**config.mk**
```make
export PLATFORM = sky130hd
export DESIGN_NAME = serial_adder_ctrl_flat
export DESIGN_NICKNAME = d
export VERILOG_FILES = /design/src/rtl/serial_adder_ctrl_if.sv /design/src/rtl/serial_adder_ctrl.sv /design/src/flat_wrapper.sv
export SDC_FILE = /design/constraint.sdc
export NUM_CORES = 1
export LEC_CHECK = 0
export CAP_MARGIN = 20
export CORE_ASPECT_RATIO = 0.9
export CORE_MARGIN = 3
export CORE_UTILIZATION = 44
export CTS_BUF_LIST = sky130_fd_sc_hd__clkbuf_8
export DETAILED_ROUTE_END_ITERATION = 12
export DONT_BUFFER_PORTS = 1
export HOLD_SLACK_MARGIN = 0.08
export PLACE_DENSITY = 0.69
export SLEW_MARGIN = 20
export SYNTH_ARGS = -nofsm -noshare
export SYNTH_HDL_FRONTEND = slang
export SYNTH_SLANG_ARGS = --single-unit
```
**constraint.sdc**
```tcl
create_clock -name clk -period 1.7 [get_ports clk]
set_input_delay 0.425 -clock clk [delete_from_list [all_inputs] [get_ports clk]]
set_output_delay 0.425 -clock clk [all_outputs]
set_load 0.01 [all_outputs]
```
**src/rtl/serial_adder_ctrl_if.sv**
```systemverilog
// Start/done handshake bundle for the bit-serial adder controller.
// Port sub exists only when SERIAL_ADDER_SUB_EN is defined.
interface serial_adder_ctrl_if #(
    parameter int unsigned WIDTH = 8
);
    logic             start_valid;
    logic             start_ready;
    logic [WIDTH-1:0] a;
    logic [WIDTH-1:0] b;
    logic             cin;
`ifdef SERIAL_ADDER_SUB_EN
    logic             sub;
`endif
    logic             done_valid;
    logic             done_ready;
    logic [WIDTH-1:0] sum;
    logic             cout;
    logic             busy;

`ifdef SERIAL_ADDER_SUB_EN
    modport master (
        output start_valid, a, b, cin, sub, done_ready,
        input  start_ready, done_valid, sum, cout, busy
    );
    modport slave (
        input  start_valid, a, b, cin, sub, done_ready,
        output start_ready, done_valid, sum, cout, busy
    );
`else
    modport master (
        output start_valid, a, b, cin, done_ready,
        input  start_ready, done_valid, sum, cout, busy
    );
    modport slave (
        input  start_valid, a, b, cin, done_ready,
        output start_ready, done_valid, sum, cout, busy
    );
`endif
endinterface

```
**src/rtl/serial_adder_ctrl.sv**
```systemverilog
// Bit-serial adder controller: one full adder sequenced over WIDTH cycles.
// Optional subtraction (A-B) is enabled by defining SERIAL_ADDER_SUB_EN.
module serial_adder_ctrl #(
    parameter int unsigned WIDTH = 8
) (
    input logic                 clk,
    input logic                 rst,
    serial_adder_ctrl_if.slave  bus
);
    localparam int unsigned CntW = $clog2(WIDTH + 1);

    typedef enum logic [1:0] {StIdle, StRun, StDone} state_e;

    state_e           state_q, state_d;
    logic [WIDTH-1:0] op_a_q, op_a_d;
    logic [WIDTH-1:0] op_b_q, op_b_d;
    logic [WIDTH-1:0] res_q, res_d;
    logic             carry_q, carry_d;
    logic [CntW-1:0]  cnt_q, cnt_d;

    logic [WIDTH-1:0] b_load;
    logic             c_load;
    logic             ha0_s, ha0_c, ha1_s, ha1_c;
    logic             fa_sum, fa_carry;
    logic [WIDTH-1:0] res_shift;
    logic             last_bit;

`ifdef SERIAL_ADDER_SUB_EN
    // Subtract as A + ~B + 1; cin is ignored in that mode.
    assign b_load = bus.sub ? ~bus.b : bus.b;
    assign c_load = bus.sub ? 1'b1 : bus.cin;
`else
    assign b_load = bus.b;
    assign c_load = bus.cin;
`endif

    // Full adder built from two half adders plus an OR on the carries.
    assign ha0_s    = op_a_q[0] ^ op_b_q[0];
    assign ha0_c    = op_a_q[0] & op_b_q[0];
    assign ha1_s    = ha0_s ^ carry_q;
    assign ha1_c    = ha0_s & carry_q;
    assign fa_sum   = ha1_s;
    assign fa_carry = ha0_c | ha1_c;

    generate
        if (WIDTH == 1) begin : g_res_w1
            assign res_shift = fa_sum;
        end else begin : g_res_wn
            assign res_shift = {fa_sum, res_q[WIDTH-1:1]};
        end
    endgenerate

    assign last_bit = (cnt_q == CntW'(WIDTH - 1));

    always_ff @(posedge clk) begin
        if (rst) begin
            state_q <= StIdle;
            op_a_q  <= '0;
            op_b_q  <= '0;
            res_q   <= '0;
            carry_q <= 1'b0;
            cnt_q   <= '0;
        end else begin
            state_q <= state_d;
            op_a_q  <= op_a_d;
            op_b_q  <= op_b_d;
            res_q   <= res_d;
            carry_q <= carry_d;
            cnt_q   <= cnt_d;
        end
    end

    always_comb begin
        state_d = state_q;
        op_a_d  = op_a_q;
        op_b_d  = op_b_q;
        res_d   = res_q;
        carry_d = carry_q;
        cnt_d   = cnt_q;
        unique case (state_q)
            StIdle: begin
                // res_q is left alone so the previous sum stays visible.
                if (bus.start_valid) begin
                    op_a_d  = bus.a;
                    op_b_d  = b_load;
                    carry_d = c_load;
                    cnt_d   = '0;
                    state_d = StRun;
                end
            end
            StRun: begin
                op_a_d  = op_a_q >> 1;
                op_b_d  = op_b_q >> 1;
                res_d   = res_shift;
                carry_d = fa_carry;
                cnt_d   = cnt_q + CntW'(1);
                if (last_bit) begin
                    state_d = StDone;
                end
            end
            StDone: begin
                if (bus.done_ready) begin
                    state_d = StIdle;
                end
            end
            default: state_d = StIdle;
        endcase
    end

    assign bus.start_ready = (state_q == StIdle);
    assign bus.done_valid  = (state_q == StDone);
    assign bus.busy        = (state_q != StIdle);
    assign bus.sum         = res_q;
    assign bus.cout        = carry_q;

endmodule

```
**src/flat_wrapper.sv**
```systemverilog
// flat-port wrapper written by rule: the top's interface ports become plain ports
module serial_adder_ctrl_flat 
#(
    parameter int unsigned WIDTH = 8
)
  (clk, rst, bus_start_valid, bus_a, bus_b, bus_cin, bus_done_ready, bus_start_ready, bus_done_valid, bus_sum, bus_cout, bus_busy);
  serial_adder_ctrl_if #(.WIDTH(WIDTH)) bus_i ();
  input logic clk;
  input logic rst;
  input wire logic [$bits(bus_i.start_valid)-1:0] bus_start_valid;
  input wire logic [$bits(bus_i.a)-1:0] bus_a;
  input wire logic [$bits(bus_i.b)-1:0] bus_b;
  input wire logic [$bits(bus_i.cin)-1:0] bus_cin;
  input wire logic [$bits(bus_i.done_ready)-1:0] bus_done_ready;
  output wire logic [$bits(bus_i.start_ready)-1:0] bus_start_ready;
  output wire logic [$bits(bus_i.done_valid)-1:0] bus_done_valid;
  output wire logic [$bits(bus_i.sum)-1:0] bus_sum;
  output wire logic [$bits(bus_i.cout)-1:0] bus_cout;
  output wire logic [$bits(bus_i.busy)-1:0] bus_busy;
  assign bus_i.start_valid = bus_start_valid;
  assign bus_i.a = bus_a;
  assign bus_i.b = bus_b;
  assign bus_i.cin = bus_cin;
  assign bus_i.done_ready = bus_done_ready;
  assign bus_start_ready = bus_i.start_ready;
  assign bus_done_valid = bus_i.done_valid;
  assign bus_sum = bus_i.sum;
  assign bus_cout = bus_i.cout;
  assign bus_busy = bus_i.busy;
  serial_adder_ctrl #(.WIDTH(WIDTH)) u_core (.clk(clk), .rst(rst), .bus(bus_i));
endmodule
```
### Signal metal coverage by tile

Drawn at 6 px/um. 13 x 12 tiles, from white (low) to dark blue (high), scaled to the fullest tile. Values are wire area over tile area, all layers added.
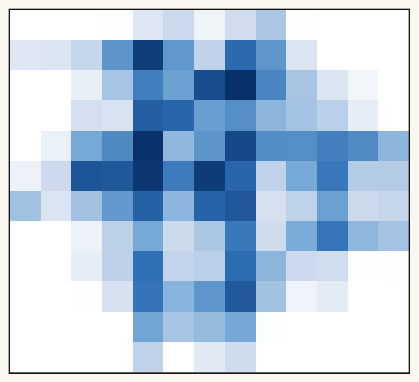
- nearly empty tiles: 31%
- mean over tiles: 0.12
- densest ninth of the die: centre

### Port wiring

Drawn at 8 px/um.
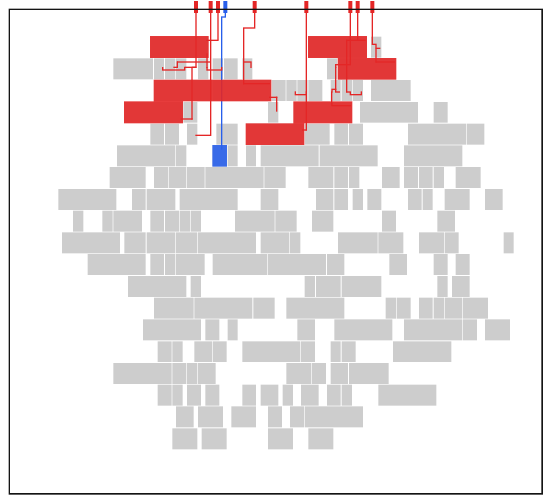
- blue: `bus_cin` (bits 1; direction input; edge top; end cells 1; buffers 0; wire 17.6 um)
- red: `bus_sum` (bits 8; direction output; edge top; end cells 8; buffers 0; wire 129 um)

==> out/metrics.cfg <==
[finish]
design.final.nets=193
final_non_filler_cell_area_sq_um=1550
signed_area_change_from_the_synthesized_netlist_to_the_final_layout_pct=6.92
layout.area.seq_sq_um=621
layout.area.top_class=logic gates
area_share_clock_buf_inv=0.0647
antenna_cells=0
logic_gate_count=127
clockBufferCount=7
seq_share=0.401
numSequentialCells=31
post-route-util=0.500
mi_logic_area_sq_um=739
nonClockBufferCount=4
drive_above_1_share=0.0819
layout.buffer.nonclock.area_share=0.0194
nonClockInverterCount=1

[routing]
drt_drc_violations_left=0
route.antenna.remaining_nets=0
route.vias.total=1139
detail_route.iter0.violations=56

[synth]
netlist.top_cell.by_instances=dfxtp_1
yosys.area.top_type_share=0.429
postSynthAreaPerCell_sq_um=8.36
ys_ff=31
post_synth_main_area_contributors=dfxtp_1 43%, or3b_1 8.5%, a21oi_1 8.3%, nand2b_1 6.5%, nor2_1 5.7%
synth-edff-count=0
syn-num-nets=196
synthCells=173
ys_async_sr_fraction=0
yosysWarningCount=0
synth.top_cells.by_count=31 x dfxtp_1, 24 x a21oi_1, 22 x nor2_1, 18 x nand2_1, 16 x nor3_1
synth.yosys.seq_area_share=0.429

[timing]
final_max_slew_viol_count=0
final_critical_path_setup_slack_ns=0.115
fmaxAchievable_mhz=631
setup_viol=0
worst_slew_pin_slew_ns=0.433
min_period_over_period=0.932
fin_setup_tns_ns=0
rsz0062_at_grt=no
slew-limit-headroom=0.711
fin_crit_ns=1.58
final_hold_viol_count=0

[place]
place.detailed.instances=205
place_area_sq_um=1440
dp.final_hpwl_um=2040
port_buffers=0

[hold_path]
min_from=rst
hold_path.class=in -> reg

[floorplan]
top_level_ports=33
initial_utilization=0.468
placement_rows=19
tap_cell_instance_count=42
die_h_um=60.4
design.die.area_sq_um=4010
die-width_um=66.4

[setup_path]
critical-path-max-stage-delay_ns=0.44
reg2reg_from=u_core.state_q[1]
cp.required_ns=1.27
path_cells=nor2_2, inv_1

[job]
openroad.warnings=26

[outcome]
outcome=finished clean

[clock_tree]
postCtsSetupBuffers=0
clock-sinks=31
tritoncts_buffers=5
clk-insertion-delay-late_ns=0.28
cts.htree.levels=2
cts.hold.buffers_added=0
cts_tree=built
clk_pin_slew_ns=0.06
cts-resized-gates=1

[global_route]
grt_use_met1=0.191
grt_pass1_vias=1121
globalRouteOverflowTotal=0
grt_busiest_layer=met2
number_of_antenna_violations_at_the_first_check_in_global_routing=0
grt_use_met3=0.0815

[power_and_ir_drop]
max-vdd-ir-drop_mv=0.561

[power breakdown]
group / switching (mW) / total [mW] / internal, mW
registers: 0.0302 / 0.799 / 0.769
clock network: 0.259 / 0.622 / 0.363
logic: 0.0835 / 0.160 / 0.0762
[cell families after synthesis]
group,after synthesis,synth area share
adder cells (fa/ha/maj),2,0.0225
AND-OR/OR-AND,32,0.137
AND/OR/NAND/NOR,91,0.337
flip-flops,31,0.429
buffers and inverters,15,0.0614
multiplexers,2,0.0138
[worst max-delay path: cells and delay by family, from the launching register on]
family | cells | cell delay (ns)
buffers and inverters | 1 | 0.13
DFF | 1 | 0.44
and+or+nand+nor | 1 | 0.31
[final timing paths]
check | to | slack [ns] | depth (start not counted)
setup / recovery | bus_busy | 0.12 | 2
hold / removal | u_core.cnt_q[1] | 0.21 | 1
setup reg to reg | u_core.bus.cout | 0.30 | 4
hold reg to reg | u_core.op_b_q[6] | 0.49 | 2
[cell usage in the layout (no fill, tap or decap)]
master / netlist / routed
buf_4: 3 / 4
and2b_1: 1 / 1
a32oi_1: 2 / 2
dfxtp_1: 31 / 31
or3_1: 1 / 1
a31oi_1: 1 / 1
nor2_1: 22 / 21
nor3_1: 16 / 16
and4b_1: 1 / 1
o211a_1: 1 / 1
clkbuf_8: 0 / 7
mux2i_1: 2 / 2
nor2b_1: 1 / 1
fa_1: 1 / 1
a22oi_1: 1 / 1
nand2b_1: 15 / 15
nand3_1: 2 / 2
nand2_1: 18 / 18
or3b_1: 14 / 14
ha_1: 1 / 1
nor2_2: 0 / 1
o21bai_4: 1 / 1
inv_1: 1 / 2
a21oi_1: 24 / 24
a211oi_1: 1 / 1
o21ba_2: 1 / 1
[per-layer routing]
layer  share of wire  up-vias
met5               0        -
met4          0.0058        0
met3           0.069        2
met2            0.50       29
met1            0.42      526
li1                -      582
